**config.mk**
```make
export PLATFORM = sky130hd
export DESIGN_NAME = ps2_rx_fifo
export DESIGN_NICKNAME = d
export VERILOG_FILES = /design/src/rtl/ps2_pkg.sv /design/src/rtl/ps2_byte_fifo.sv /design/src/rtl/ps2_rx_fifo.sv
export SDC_FILE = /design/constraint.sdc
export NUM_CORES = 1
export LEC_CHECK = 0
export ABC_AREA = 0
export CAP_MARGIN = 20
export CORE_MARGIN = 1
export CORE_UTILIZATION = 60
export DETAILED_ROUTE_END_ITERATION = 8
export GPL_TIMING_DRIVEN = 0
export MAX_ROUTING_LAYER = met4
export PLACE_DENSITY = 0.87
export SLEW_MARGIN = 10
export SYNTH_ARGS = -nofsm -noshare
export SYNTH_HDL_FRONTEND = slang
export SYNTH_SLANG_ARGS = --single-unit
```
**constraint.sdc**
```tcl
create_clock -name clock -period 3.6 [get_ports clock]
set_input_delay 0.36 -clock clock [delete_from_list [all_inputs] [get_ports clock]]
set_output_delay 0.36 -clock clock [all_outputs]
set_load 0.1 [all_outputs]
```
**src/rtl/ps2_pkg.sv**
```systemverilog
// Shared definitions for the PS/2 receiver: FSM state encoding, frame
// geometry and line levels, plus the odd-parity helper.
package ps2_pkg;

  // Receive FSM states
  typedef enum logic [1:0] {
    ST_IDLE   = 2'd0,
    ST_DATA   = 2'd1,
    ST_PARITY = 2'd2,
    ST_STOP   = 2'd3
  } rx_state_e;

  // Data bits per frame
  localparam int FRAME_BITS = 8;

  // Line levels of the framing bits
  localparam logic START_LEVEL = 1'b0;
  localparam logic STOP_LEVEL  = 1'b1;

  // True when data plus parity bit hold an odd number of ones
  function automatic logic odd_parity_ok(input logic [FRAME_BITS-1:0] d,
                                         input logic p);
    return ^{d, p};
  endfunction

endpackage

```
**src/rtl/ps2_byte_fifo.sv**
```systemverilog
// First-word fall-through byte FIFO with sticky overflow flag.
// A push into a full FIFO is accepted only when a pop happens in the same
// cycle; otherwise the byte is dropped and overflow is set.
module ps2_byte_fifo #(
  parameter int FIFO_DEPTH = 8
) (
  input  logic                          clock,
  input  logic                          resetn,
  input  logic                          push,
  input  logic [7:0]                    push_data,
  input  logic                          rd_en,
  input  logic                          ovf_clr,
  output logic [7:0]                    data_out,
  output logic                          valid,
  output logic [$clog2(FIFO_DEPTH):0]   count,
  output logic                          overflow
);

  localparam int AW = $clog2(FIFO_DEPTH);
  localparam int CW = AW + 1;

  logic [7:0]    mem [FIFO_DEPTH];
  logic [AW-1:0] wr_ptr;
  logic [AW-1:0] rd_ptr;
  logic          full;
  logic          pop;
  logic          write;
  logic          drop;

  assign valid = (count != '0);
  assign full  = (count == CW'(FIFO_DEPTH));
  assign pop   = rd_en && valid;
  // When full, the pop frees the slot the write pointer already points at
  assign write = push && (!full || pop);
  assign drop  = push && full && !pop;

  // Head byte is shown directly; forced to zero while empty
  assign data_out = valid ? mem[rd_ptr] : 8'h00;

  // Storage write port; contents need no reset because valid gates the output
  always_ff @(posedge clock) begin
    if (write) begin
      mem[wr_ptr] <= push_data;
    end
  end

  // Pointers, occupancy and sticky overflow (a set beats a clear)
  always_ff @(posedge clock or negedge resetn) begin
    if (!resetn) begin
      wr_ptr   <= '0;
      rd_ptr   <= '0;
      count    <= '0;
      overflow <= 1'b0;
    end else begin
      if (write) wr_ptr <= wr_ptr + AW'(1);
      if (pop)   rd_ptr <= rd_ptr + AW'(1);
      case ({write, pop})
        2'b10:   count <= count + CW'(1);
        2'b01:   count <= count - CW'(1);
        default: count <= count;
      endcase
      if (drop)         overflow <= 1'b1;
      else if (ovf_clr) overflow <= 1'b0;
    end
  end

endmodule

```
**src/rtl/ps2_rx_fifo.sv**
```systemverilog
// PS/2 device-to-host receiver feeding a byte FIFO.
// Synchronises the raw pins, detects falling edges of the PS/2 clock, runs
// the frame FSM with an inter-edge timeout, and pushes good bytes.
// Optional macro PS2_PARITY_CHECK_EN: reject frames with even parity.
module ps2_rx_fifo
  import ps2_pkg::*;
#(
  parameter int FIFO_DEPTH     = 8,
  parameter int SYNC_STAGES    = 2,
  parameter int TIMEOUT_CYCLES = 50000
) (
  input  logic                          clock,
  input  logic                          resetn,
  input  logic                          ps2_clk,
  input  logic                          ps2_data,
  input  logic                          rd_en,
  input  logic                          ovf_clr,
  output logic [7:0]                    data_out,
  output logic                          valid,
  output logic [$clog2(FIFO_DEPTH):0]   count,
  output logic                          overflow,
  output logic                          frame_err
);

  localparam int TW = $clog2(TIMEOUT_CYCLES + 1);
  localparam int BW = $clog2(FRAME_BITS);

  logic [SYNC_STAGES-1:0] clk_sync;
  logic [SYNC_STAGES-1:0] data_sync;
  logic                   clk_s;
  logic                   data_s;
  logic                   clk_prev;
  logic                   fall;

  rx_state_e              state;
  logic [BW-1:0]          bit_cnt;
  logic [FRAME_BITS-1:0]  shift;
  logic                   parity_bit;
  logic [TW-1:0]          timer;
  logic                   frame_ok;
  logic                   push;
  logic                   timed_out;

  assign clk_s  = clk_sync[SYNC_STAGES-1];
  assign data_s = data_sync[SYNC_STAGES-1];
  assign fall   = clk_prev && !clk_s;

  // Pin synchronisers and previous-clock register; reset to the idle bus level
  always_ff @(posedge clock or negedge resetn) begin
    if (!resetn) begin
      clk_sync  <= '1;
      data_sync <= '1;
      clk_prev  <= 1'b1;
    end else begin
      clk_sync  <= {clk_sync[SYNC_STAGES-2:0], ps2_clk};
      data_sync <= {data_sync[SYNC_STAGES-2:0], ps2_data};
      clk_prev  <= clk_s;
    end
  end

`ifdef PS2_PARITY_CHECK_EN
  assign frame_ok = (data_s == STOP_LEVEL) && odd_parity_ok(shift, parity_bit);
`else
  // Parity is captured but deliberately not judged in this build
  logic unused_parity;
  assign unused_parity = parity_bit;
  assign frame_ok      = (data_s == STOP_LEVEL);
`endif

  // The good byte enters the FIFO at the clock edge closing the stop-edge cycle
  assign push      = fall && (state == ST_STOP) && frame_ok;
  assign timed_out = (state != ST_IDLE) && !fall && (timer == TW'(TIMEOUT_CYCLES - 1));

  // Frame FSM with timeout; frame_err is a registered single-cycle pulse
  always_ff @(posedge clock or negedge resetn) begin
    if (!resetn) begin
      state      <= ST_IDLE;
      bit_cnt    <= '0;
      shift      <= '0;
      parity_bit <= 1'b0;
      timer      <= '0;
      frame_err  <= 1'b0;
    end else begin
      frame_err <= 1'b0;
      if (timed_out) begin
        state     <= ST_IDLE;
        timer     <= '0;
        frame_err <= 1'b1;
      end else begin
        if (fall || state == ST_IDLE) timer <= '0;
        else                          timer <= timer + TW'(1);
        if (fall) begin
          case (state)
            ST_IDLE: begin
              if (data_s == START_LEVEL) begin
                state   <= ST_DATA;
                bit_cnt <= '0;
              end
            end
            ST_DATA: begin
              shift <= {data_s, shift[FRAME_BITS-1:1]};
              if (bit_cnt == BW'(FRAME_BITS - 1)) state <= ST_PARITY;
              else                                bit_cnt <= bit_cnt + BW'(1);
            end
            ST_PARITY: begin
              parity_bit <= data_s;
              state      <= ST_STOP;
            end
            ST_STOP: begin
              if (!frame_ok) frame_err <= 1'b1;
              state <= ST_IDLE;
            end
            default: state <= ST_IDLE;
          endcase
        end
      end
    end
  end

  ps2_byte_fifo #(
    .FIFO_DEPTH(FIFO_DEPTH)
  ) u_fifo (
    .clock    (clock),
    .resetn   (resetn),
    .push     (push),
    .push_data(shift),
    .rd_en    (rd_en),
    .ovf_clr  (ovf_clr),
    .data_out (data_out),
    .valid    (valid),
    .count    (count),
    .overflow (overflow)
  );

endmodule

```
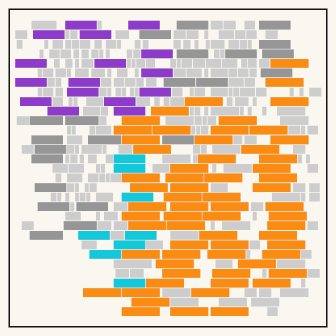
Run 1: where the registers sit
Other sequential cells in the stronger grey, the rest of the logic in the fainter grey.
Cyan shows shift, flops 8. Orange shows u_fifo.mem, flops 64. Purple shows timer, flops 16.
Another 22 sequential cells are not coloured.
sequential power: 1.72 mW
FF+latch area: 0.00308 mm^2
Core Util, Final: 70.4%
sequential share of cell area: 59.4%

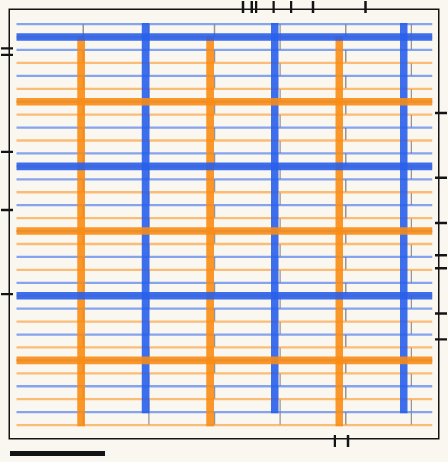
Run 1: PDN straps and rails
Scale bar: 20 um. Pins as bars on the die edge. Tap cells in grey.
Blue shows VDD. Orange shows VSS.
32 met1 rails follow the rows. 99 tap cells.
Max VDD drop: 0.340 mV
DIE WIDTH: 90.0 um

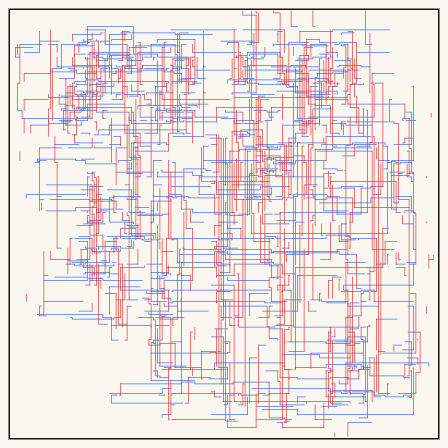
Run 1: routed metal, one colour a layer
Only two layers are drawn.
Red shows M2, wire length 3950 um. Blue shows M1, wire length 3410 um.
drt wl/cell: 17.7 um
DR vias: 2590

==> ci_impl_report.md, run 1 <==
## PnR job results

| Metric | Value |
|---|---|
| Status | `completed` |
| Setup TNS | `0 ns` |
| GRT overflow | `0` |
| Main flop type | `edfxtp_1` |
| Clk latency late pin | `0.36 ns` |
| Largest net degree at the start of global routing | `27` |
| Die area | `between 0.008 and 0.009 mm^2` |
| Pwr dens | `812 mW/mm^2` |
| Count of library flops with an enable pin | `64` |
| Post-CTS setup buffer count | `0` |
| CTS tree | `built` |
| IO Count | `21` |
| Logic pwr share | `42.7%` |
| Dpl hpwl | `5.42 mm` |
| Fin crit share | `between 90 and 100%` |
| Sw frac | `43.3%` |
| Synth warnings | `0` |
| CP arrival | `3.04 ns` |
| Nets | `359` |
| Clock network power share | `16.4%` |
| Cell taking the most area after synthesis | `edfxtp_1` |
| Fmax | `294 MHz` |
| Crit start category | `flip-flop` |
| Reg clk slew, reported paths | `0.10 ns` |
| Root Driver | `clkbuf_8` |
| Count of final hold-check violations | `0` |
| Top area cell types | `edfxtp_1, dfrtp_1, mux4_2` |
| Antenna Cells | `0` |
| RSZ-0062 raised after global routing | `false` |
| Placer congestion estimate | `0.878` |
| Initial antenna violation count | `0` |
| Remaining antenna violation count after routing | `0` |
| Hold crit path type | `flip-flop to flip-flop` |
| CTS Buffer Depth | `2` |
| Drt initial violations | `around 250` |
| Dominant cell area share | `41.4%` |
| Crit Path Class | `flip-flop to output port` |
| Crit. End Element | `output port` |
| Worst slew pin tran | `0.979 ns` |
| Max Slew Vio Count | `0` |
| Total GRT Usage | `21.8%` |
| Power Total | `4.21 mW` |
| Vias in the first global route | `2648` |
| Worst Path Required | `3.24 ns` |
| Row Count | `31` |
| H-tree levels | `3` |
| Share of cells above drive strength 1 | `14.2%` |
| Synth Area per Inst | `15.2 um^2` |
| Max cap viols | `0` |
| Clock Sink Count | `110` |
| PortBufs | `20` |
| Synth cell types | `approximately 46` |
| Clock buffer count from CTS | `9` |
| DRC | `0` |
| Initial Util | `a little over three fifths` |
| First-pass GRT wire length | `13.1 mm` |
| Yosys top cell by instances | `edfxtp_1` |
| Fraction of registers with async set/reset | `41.8%` |
| Sw Pwr | `1.82 mW` |
| Tool Warnings | `30` |
| Cell-internal power | `~2.4 mW` |
| Synthesized instance count | `around 310` |
| Clock skew | `0.0128 ns` |
| Post-Syn Area | `0.00465 mm^2` |
| Area growth, synth to finish | `11.6%` |
| Fillers | `465` |
| Final setup viols | `0` |
| Leak | `1.92 nW` |
| Top post-synthesis cells by count | `edfxtp_1, dfrtp_1, nor2_1` |
| DRT Wirelength | `around 7.9 mm` |
| Fin crit period | `between 3 and 4 ns` |
| Area figure in the yosys stat output | `roughly 0.0046 mm^2` |
| Worst relative slew slack | `34.6%` |
| Vias per cell | `5.82` |
| Drt pass-1 iters | `4` |
| Seq share, synth | `66.3%` |
| Ys flops | `110` |
| Number of cells in Yosys stat | `305` |
| Floorplan Nets | `~320` |
| Reg power frac | `40.9%` |
| Core area | `~0.0074 mm^2` |
==> run 1: power groups by stage <==
stage	registers, mW	logic [mW]	clock network, mW
after floorplan	1.86	1.30	0
after global placement	1.73	1.80	0
after detailed placement	1.75	1.86	0
after CTS	1.72	1.81	0.699
after global routing	1.75	1.90	0.754
final	1.72	1.80	0.692
==> run 1: cells by family after synthesis <==
group / after synthesis / share of synthesized area [%]
buf+inv: 15 / 1.45
fa+ha+maj: 12 / 3.23
flops: 110 / 66.3
compound gates: 15 / 1.99
mux: 35 / 12.1
xor+xnor: 21 / 3.96
simple gates: 97 / 11.0
==> run 1: repair_timing <==
action	4_1_cts	5_1_grt
gates resized	8	0
endpoints found under the hold margin	20	0
hold buffers	1	0
setup endpoints to repair	8	0
==> run 1: registers in the layout, indices dropped and copies added, names as in the netlist <==
name and cells:
bit_cnt 3, clk_prev 1, clk_sync 2, data_sync 2
frame_err 1, shift 8, state 2, timer 16
u_fifo.count 4, u_fifo.mem 64, u_fifo.overflow 1, u_fifo.rd_ptr 3
u_fifo.wr_ptr 3
==> run 1: per-layer routing <==
metal / global-route usage, % / share of wire [%] / vias to the layer above
met2: 35.6 / 50 / 84
met4: 9.01 / 1.9 / 0
met1: 27.5 / 43 / 1291
met3: 3.55 / 4.5 / 12
met5: - / 0 / -
li1: - / - / 1203
==> run 1: cells in the final DEF, fill, tap and decap left out, drive strengths merged, types with 7 or more instances in the layout <==
master,instances
edfxtp,64
dfrtp,41
nor2,32
nand2,21
mux4,16
clkbuf,16
ha,12
xor2,11
clkdlybuf4s50,11
mux2,11
xnor2,10
mux2i,8
dlygate4sd2,8
buf,8
inv,7
nor3,7
==> run 1: worst max-delay path, cell delays in order (launching register included) <==
cell and delay [ns]:
dfrtp_1 0.39, clkbuf_1 0.40, buf_1 0.51, mux4_2 0.34, mux2i_1 0.07, nor2_1 0.12
dlygate4sd2_1 0.86
==> run 1: worst paths after layout <==
check	start	to	slack (ns)	cells past startpoint
max	u_fifo.rd_ptr[1]	data_out[7]	0.20	6
min	clk_sync[0]	clk_sync[1]	0.36	0
max reg2reg	state[0]	u_fifo.count[2]	0.75	11
min reg2reg	clk_sync[0]	clk_sync[1]	0.36	0
max in group asynchronous	resetn	clk_prev	2.52	3
min in group asynchronous	resetn	timer[13]	0.49	2
==> run 1: per-stage QoR <==
stage | util, % | std cells | setup slack, ns | instance area [um^2] | hold WS [ns]
5_1_grt | 70.4 | 445 | 0.0127 | 5180 | 0.362
3_5_place_dp | 67.8 | 427 | 0.213 | 5000 | 0.347
3_3_place_gp | 67.5 | 424 | 0.268 | 4970 | 0.346
2_1_floorplan | - | 305 | 0.501 | 4650 | 0.0644
6_report | 70.4 | 445 | 0.198 | 5180 | 0.359
4_1_cts | 70.3 | 444 | 0.159 | 5180 | 0.360
==> run 1: area by class of cell <==
type                            instances  area [um^2]  area share [%]
Buffer                                  8         41.3           0.796
Clock buffer                           11          131            2.53
Clock inverter                          5         50.0           0.965
Inverter                                7         26.3           0.507
Multi-Input combinational cell        180         1500            28.9
Sequential cell                       110         3080            59.4
Tap cell                               99          124            2.39
Timing Repair Buffer                   25          233            4.49
==> inputs of run 2 (changes only) <==
Settings changed: CORE_UTILIZATION 60 to 54, PLACE_DENSITY 0.87 to 0.83.
Clock period 3.6 ns to 2.73 ns, I/O delays scaled along.
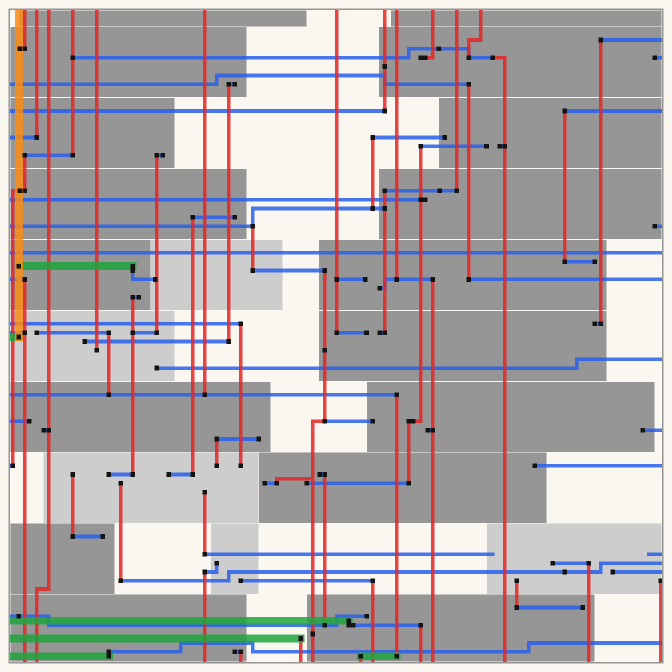
Run 2: layout detail
Region (59, 11) to (84, 36) um. Cells in grey, sequential cells in the stronger grey; small squares are vias.
Red shows M2. Green shows M3. Blue shows M1. Orange shows M4.
Netlist names of flops here include u_fifo.mem (13). Most frequent: edfxtp_1 (13), mux4_2 (3). Sequential cells in the window: 13. 18 logic cells have their middle in the window.

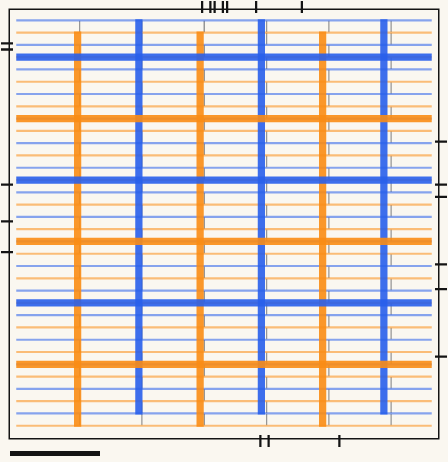
Run 2: PDN straps and rails
Scale bar: 20 um. Pins as bars on the die edge. Tap cells in grey.
Orange shows VSS. Blue shows VDD.
The core has 33 rows. 34 met1 rails follow the rows.
core area: 0.00826 mm^2
Die H: 94.8 um
DIE WIDTH: 94.8 um

==> run 2 against run 1 <==
Effect of this change: clock skew about the same; flip-flop count is the same; count of clock-buffer cells in the layout down 2; via count decreased by 3.2%; die size is 11% higher; power rose by 32%; global-route usage down 2.7 points; cell area is 0.63% higher; highest routed layer unchanged.
==> ci_impl_report.md, run 2 <==
## PnR job results

| Metric | Value |
|---|---|
| Biggest regs | `u_fifo.mem (64), timer (16), shift (8)` |
| Max VDD drop | `0.477 mV (+41%)` |
| Die area | `0.00898 mm^2 (+11%)` |
| Setup TNS | `0 ns (unchanged)` |
| DRC | `0 (unchanged)` |
| Worst slew pin tran | `0.972 ns (-0.00639 ns)` |
| Share of cells above drive strength 1 | `21.4% (+7.2 points)` |
| DRT Wirelength | `7.44 mm (-5.3%)` |
| Initial Util | `56.3% (-6.8 points)` |
| Synth warnings | `0 (unchanged)` |
| Drt pass-1 iters | `6 (+2)` |
| Top area cell types | `edfxtp_1, dfrtp_1, mux4_2` |
| Number of cells in Yosys stat | `305 (unchanged)` |
| Max FO, Critical Path | `10` |
| Count of library flops with an enable pin | `64 (unchanged)` |
| Logic pwr share | `42.1% (-0.6 points)` |
| Remaining antenna violation count after routing | `0 (unchanged)` |
| Pre-CTS setup slack | `-0.585 ns (-0.798 ns)` |
| Crit-path slowest cell | `mux4_2` |
| Seq share, synth | `66.3% (unchanged)` |
| Crit. End Element | `output port` |
| Vias per cell | `5.56 (-4.5%)` |
| Reg clk slew, reported paths | `0.10 ns (about the same)` |
| Yosys top cell by instances | `edfxtp_1` |
| Most flops, register | `u_fifo.mem` |
| Root Driver | `clkbuf_8` |
| Area figure in the yosys stat output | `0.00465 mm^2 (unchanged)` |
| Dominant cell area share | `41.4% (unchanged)` |
| Fmax | `about 390 MHz` |
| Synthesized instance count | `305 (unchanged)` |
| Clock Sink Count | `110 (unchanged)` |
| Tool Warnings | `31 (+3.3%)` |
| Synth Area per Inst | `15.2 um^2 (unchanged)` |
| Max cap viols | `0 (unchanged)` |
| Sequence of cells on the critical path | `clkbuf_4 -> buf_4 -> mux4_2 -> mux2i_1 -> nor2_2 -> buf_2` |
| Drt wl/cell | `16.5 um (-6.6%)` |
| Reg2Reg Depth | `11 (unchanged)` |
| Clock buffer count from CTS | `9 (unchanged)` |
| Post-Syn Area | `0.00465 mm^2 (unchanged)` |
| Pwr dens | `1060 mW/mm^2 (+31%)` |
| Drt initial violations | `110 (-57%)` |
| CTS tree | `built` |
| Max Slew Vio Count | `0 (unchanged)` |
| Cell-internal power | `3.09 mW (+29%)` |
| First-pass GRT wire length | `12.1 mm (-7.3%)` |
| Crit path largest cell delay | `0.56 ns (-0.30 ns)` |
| Dpl hpwl | `5.17 mm (-4.7%)` |
| GRT overflow | `0 (unchanged)` |
| RSZ-0062 raised after global routing | `false` |
| Clk latency late pin | `0.37 ns (about the same)` |
| R2r endpoint | `u_fifo.count[2]` |
| Crit Path Class | `flip-flop to output port` |
| Reg power frac | `41.9% (+1.0 points)` |
| Placer congestion estimate | `0.867 (-1.3%)` |
| Fin crit period | `~2.6 ns` |
| Area growth, synth to finish | `12.3%` |
| Cell taking the most area after synthesis | `edfxtp_1` |
| Synth cell types | `46 (unchanged)` |
| Clock network power share | `16.0% (-0.4 points)` |
| Crit start category | `flip-flop` |
| Vias in the first global route | `2466 (-6.9%)` |
| DR vias | `2507 (-3.2%)` |
| Final setup viols | `0 (unchanged)` |
| Setup crit end | `data_out[0]` |
| Fin crit share | `94.5%` |
| Floorplan Nets | `323 (unchanged)` |
| CP arrival | `2.31 ns (-0.73 ns)` |
| Worst reg2reg path startpoint | `state[1]` |
| Fillers | `598 (+29%)` |
| Row Count | `33 (+6.5%)` |
| Most frequent cells in the layout | `edfxtp_1, dfrtp_1, nor2_1` |
| Worst Path Required | `2.46 ns (-0.78 ns)` |
| Sw frac | `44.4% (+1.1 points)` |
| Nets | `359 (unchanged)` |
| PortBufs | `20 (unchanged)` |
| Largest net degree at the start of global routing | `35 (+30%)` |
| Initial antenna violation count | `0 (unchanged)` |
| Hold crit path type | `primary input to flip-flop` |
| Clock skew | `0.0132 ns (+0.000364 ns)` |
| Critical path launch point | `u_fifo.rd_ptr[0]` |
| Fraction of registers with async set/reset | `41.8% (unchanged)` |
| CTS Buffer Depth | `2 (unchanged)` |
| Largest register FFs | `64 (unchanged)` |
| Top post-synthesis cells by count | `edfxtp_1, dfrtp_1, nor2_1` |
| Sw Pwr | `2.46 mW (+35%)` |
| Worst relative slew slack | `35.0% (+0.43 points)` |
| Internal reg-to-reg setup slack | `0.27 ns (-0.48 ns)` |
| Status | `completed` |
| Count of final hold-check violations | `0 (unchanged)` |
| Commonest Layout Cell | `edfxtp_1` |
| Antenna Cells | `0 (unchanged)` |
| Total GRT Usage | `19.1% (-2.7 points)` |
| H-tree levels | `3 (unchanged)` |
| Main flop type | `edfxtp_1` |
| Ys flops | `110 (unchanged)` |
| Post-route worst setup slack | `0.149 ns (-0.0488 ns)` |
| Leak | `1.92 nW (+0.32%)` |
| IO Count | `21 (unchanged)` |
run 2: routing by layer:
metal	part of all wire, %	global-route usage (%)
met3	3.6	4.59
met4	1.2	5.30
met5	0	-
met2	49	29.4
met1	46	25.7
run 2: worst min path at each step:
stage          slack, ns    startpoint  cells past startpoint           end
6_report            0.31      ps2_data                      1  data_sync[0]
4_1_cts             0.30      ps2_data                      1  data_sync[0]
3_5_place_dp        0.19        resetn                      1     timer[12]
3_3_place_gp        0.35  data_sync[0]                      0  data_sync[1]
5_1_grt             0.28      ps2_data                      1  data_sync[0]
2_1_floorplan      -0.02        resetn                      0    bit_cnt[0]
run 2: cells by family after synthesis:
family                   Yosys count  synth area share [%]
flip-flops                       110                  66.3
AND/OR/NAND/NOR                   97                  11.0
multiplexers                      35                  12.1
XOR/XNOR                          21                  3.96
AND-OR/OR-AND                     15                  1.99
buffers and inverters             15                  1.45
adder cells (fa/ha/maj)           12                  3.23
run 2: what timing repair did:
item | in CTS | in global routing
hold buffers | 1 | 0
endpoints found under the hold margin | 12 | 0
pin swaps | 1 | 0
setup endpoints to repair | 12 | 10
gates resized | 44 | 4
setup buffers | 3 | 0
run 2: metrics by stage:
| stage | util, % | cell area, um^2 | cells | power [mW] | hold slack [ns] |
|---|---|---|---|---|---|
| floorplan | - | 4670 | 305 | 4.22 | -0.0226 |
| global placement | 60.6 | 5010 | 430 | 4.71 | 0.346 |
| detailed placement | 60.9 | 5030 | 433 | 4.79 | 0.187 |
| CTS | 63.1 | 5210 | 453 | 5.58 | 0.299 |
| global route | 63.2 | 5220 | 451 | 5.81 | 0.285 |
| finish | 63.2 | 5220 | 451 | 5.55 | 0.308 |
run 2: final cells by class:
class	instances	area [um^2]	area share (%)
sequential	110	3090	59.1
multi-input combinational	180	1540	29.4
timing repair buffer	27	219	4.20
tap	105	131	2.52
clock buffer	9	124	2.37
clock inverter	7	56.3	1.08
buffer	6	38.8	0.743
inverter	7	26.3	0.504
run 2: critical path: cells and delay by family (launching register included):
family                 cells  cell delay (ns)
and+or+nand+nor            1             0.04
muxes                      2             0.73
DFF                        1             0.37
buffers and inverters      3             0.79
run 2: power by group through the flow:
stage | clock network, mW | logic [mW] | registers, mW
floorplan | 0 | 1.75 | 2.47
global placement | 0 | 2.42 | 2.29
detailed placement | 0 | 2.47 | 2.31
CTS | 0.906 | 2.40 | 2.28
global route | 0.979 | 2.48 | 2.36
finish | 0.888 | 2.34 | 2.32
Power is estimated from default activity; no workload was simulated.
